### src/rtl/mesh_inject_arbiter.sv
// Round-robin arbiter sharing one mesh router local injection port among N_REQ requesters,
// with a one-entry registered output stage and per-requester outstanding-credit limiting.
module mesh_inject_arbiter #(
    parameter  int W               = 8,
    parameter  int X_SIZE          = 4,
    parameter  int Y_SIZE          = 4,
    parameter  int N_REQ           = 4,
    parameter  int MAX_OUTSTANDING = 4,
    localparam int XW              = $clog2(X_SIZE),
    localparam int YW              = $clog2(Y_SIZE),
    localparam int IW              = $clog2(N_REQ),
    localparam int CW              = $clog2(MAX_OUTSTANDING + 1)
) (
    input  logic                clk,
    input  logic                rst_n,
    input  logic [N_REQ-1:0]    i_req_valid,
    input  logic [N_REQ*XW-1:0] i_req_dst_x,
    input  logic [N_REQ*YW-1:0] i_req_dst_y,
    input  logic [N_REQ*W-1:0]  i_req_payload,
    output logic [N_REQ-1:0]    o_req_ready,
    output logic                o_valid,
    output logic [XW-1:0]       o_dst_x,
    output logic [YW-1:0]       o_dst_y,
    output logic [W-1:0]        o_payload,
    output logic [IW-1:0]       o_src_id,
    input  logic                i_ready,
    input  logic                i_done_valid,
    input  logic [IW-1:0]       i_done_id,
    output logic                o_credit_err
);

    logic [CW-1:0]    cnt [N_REQ];
    logic [IW-1:0]    ptr;
    logic [N_REQ-1:0] eligible;
    logic [N_REQ-1:0] inc_vec;
    logic [N_REQ-1:0] dec_vec;
    logic [CW-1:0]    cnt_sel;
    logic [IW-1:0]    grant;
    logic             grant_found;
    logic             load;
    logic             accept;
    logic             done_in_range;
    logic             done_err;

    always_comb begin
        int unsigned idx;
        idx         = 0;
        grant_found = 1'b0;
        grant       = '0;
        // Scan ptr+1 .. ptr+N_REQ so the last-granted requester has lowest priority.
        for (int unsigned i = 1; i <= N_REQ; i++) begin
            idx = (32'(ptr) + i) % N_REQ;
            if (!grant_found && eligible[idx]) begin
                grant_found = 1'b1;
                grant       = IW'(idx);
            end
        end
    end

    assign load        = !o_valid || i_ready;
    assign accept      = load && grant_found;
    assign o_req_ready = accept ? (N_REQ'(1) << grant) : '0;

    always_comb begin
        eligible = '0;
        inc_vec  = '0;
        dec_vec  = '0;
        cnt_sel  = '0;
        for (int unsigned k = 0; k < N_REQ; k++) begin
            eligible[k] = i_req_valid[k] && (cnt[k] < CW'(MAX_OUTSTANDING));
            inc_vec[k]  = accept && (grant == IW'(k));
            dec_vec[k]  = i_done_valid && (i_done_id == IW'(k)) && (cnt[k] != '0);
            if (i_done_id == IW'(k)) begin
                cnt_sel = cnt[k];
            end
        end
    end

    assign done_in_range = 32'(i_done_id) < N_REQ;
    assign done_err      = i_done_valid && (!done_in_range || (cnt_sel == '0));

    always_ff @(posedge clk or negedge rst_n) begin
        if (!rst_n) begin
            for (int unsigned k = 0; k < N_REQ; k++) begin
                cnt[k] <= '0;
            end
            ptr          <= IW'(N_REQ - 1);
            o_valid      <= 1'b0;
            o_dst_x      <= '0;
            o_dst_y      <= '0;
            o_payload    <= '0;
            o_src_id     <= '0;
            o_credit_err <= 1'b0;
        end else begin
            // Accept and return on the same requester cancel out.
            for (int unsigned k = 0; k < N_REQ; k++) begin
                if (inc_vec[k] && !dec_vec[k]) begin
                    cnt[k] <= cnt[k] + CW'(1);
                end else if (dec_vec[k] && !inc_vec[k]) begin
                    cnt[k] <= cnt[k] - CW'(1);
                end
            end
            if (accept) begin
                o_valid   <= 1'b1;
                o_dst_x   <= i_req_dst_x[grant*XW +: XW];
                o_dst_y   <= i_req_dst_y[grant*YW +: YW];
                o_payload <= i_req_payload[grant*W +: W];
                o_src_id  <= grant;
                ptr       <= grant;
            end else if (i_ready) begin
                o_valid <= 1'b0;
            end
            if (done_err) begin
                o_credit_err <= 1'b1;
            end
        end
    end

endmodule

### config.mk
export PLATFORM = sky130hd
export DESIGN_NAME = mesh_inject_arbiter
export DESIGN_NICKNAME = d
export VERILOG_FILES = /design/src/rtl/mesh_inject_arbiter.sv
export SDC_FILE = /design/constraint.sdc
export NUM_CORES = 1
export LEC_CHECK = 0
export ABC_AREA = 1
export CAP_MARGIN = 20
export CORE_MARGIN = 1
export CORE_UTILIZATION = 38
export CTS_CLUSTER_DIAMETER = 80
export DETAILED_ROUTE_END_ITERATION = 10
export HOLD_SLACK_MARGIN = 0.06
export PLACE_DENSITY = 0.72
export SETUP_SLACK_MARGIN = 0.02
export SYNTH_ARGS = -nofsm -noshare
export SYNTH_HDL_FRONTEND = slang
export SYNTH_SLANG_ARGS = --single-unit
### constraint.sdc
create_clock -name clk -period 3 [get_ports clk]
set_input_delay 0.6 -clock clk [delete_from_list [all_inputs] [get_ports clk]]
set_output_delay 0.6 -clock clk [all_outputs]
set_load 0.1 [all_outputs]
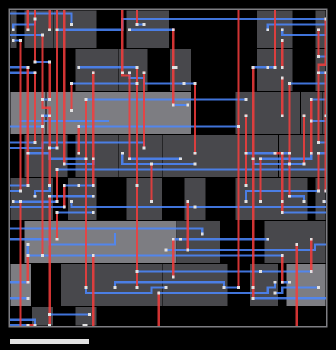
Fig. 1. A small window of the routed layout.
The bar under the picture is 5 microns long. Window x 29 to 49, y 45 to 65 microns. Cells in gray, sequential cells in the stronger gray; small squares are vias.
legend:
  red:
    layer: metal 2
  blue:
    layer: metal 1
most frequent: buf_4 (8), nand2_4 (3)
netlist names of flops here include: o_valid (1), ptr (1)
cells with their middle in the window: 28
sequential cells in the window: 2

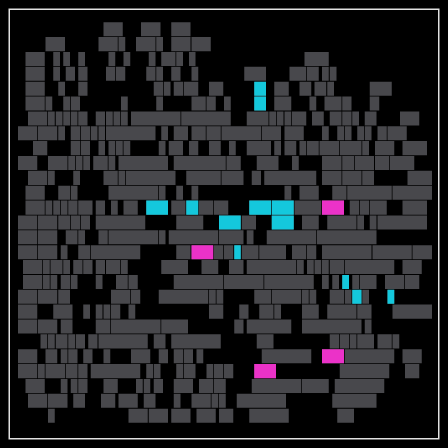
Fig. 2. Selected gate families.
legend:
  magenta:
    family: mux cells
    cells: 4
    most_used: mux2_2
  cyan:
    family: nor cells
    cells: 12
    most_used: nor2_4

==> impl_metrics.csv <==
group,metric,value,unit
setup_path,critPathMaxStageDelay,0.63,ns
global_route,track_usage,0.184,
layout,drive_gt1_frac,0.271,
layout,largest_class,"logic gates",
final_timing,skew,0.00942,ns
setup_path,cp_slowest_cell,"dfstp_2",
routing,top_layer,"met4",
synth,most_common_cell,"nand2_1",
layout,area_growth,57.5,%
min_path,hold_end,"o_credit_err$_DFFE_PN0P_",
routing,vias,2211,
min_path,min_from,"o_credit_err$_DFFE_PN0P_",
final_timing,fin_tns_setup,0,ns
die,row_count,27,
die,fp.dieW,78.3,microns
global_route,grt_pass1_wl,9.03,mm
clock_tree,clock_latency,0.28,ns
layout,final_common_cell,"nand2_1",
synth,ys_cells,301,
global_route,grt_use_met1,0.230,
synth,synth_adder_area_share,0.0588,
synth,yosysTopAreaCellShare,0.317,
run_status,outcome,"finished, final reports clean",
synth,fp_nets,367,
synth,ff_type,"dfrtp_1",
synth,yosys_warnings,0,
clock_tree,cts_tree,"done",
setup_path,path_cells,"inv_4 > nand2_1 > nand2_2 > nand2_2 > inv_1 > a31oi_2 > buf_4 > nand3_2 > nor2_4 > buf_4 > buf_12",
final_timing,period_needed,2.86,ns
layout,regMostFlops,"cnt",
routing,wl_met2,2.44,mm
synth,area_leaders,"dfrtp_1, nand2_1, nand3_1",
placement,hpwl,4.13,mm
layout,nClkBuffers,6,
setup_path,r2r_setup_slack,0.26,ns
setup_path,worstRegToRegCells,13,
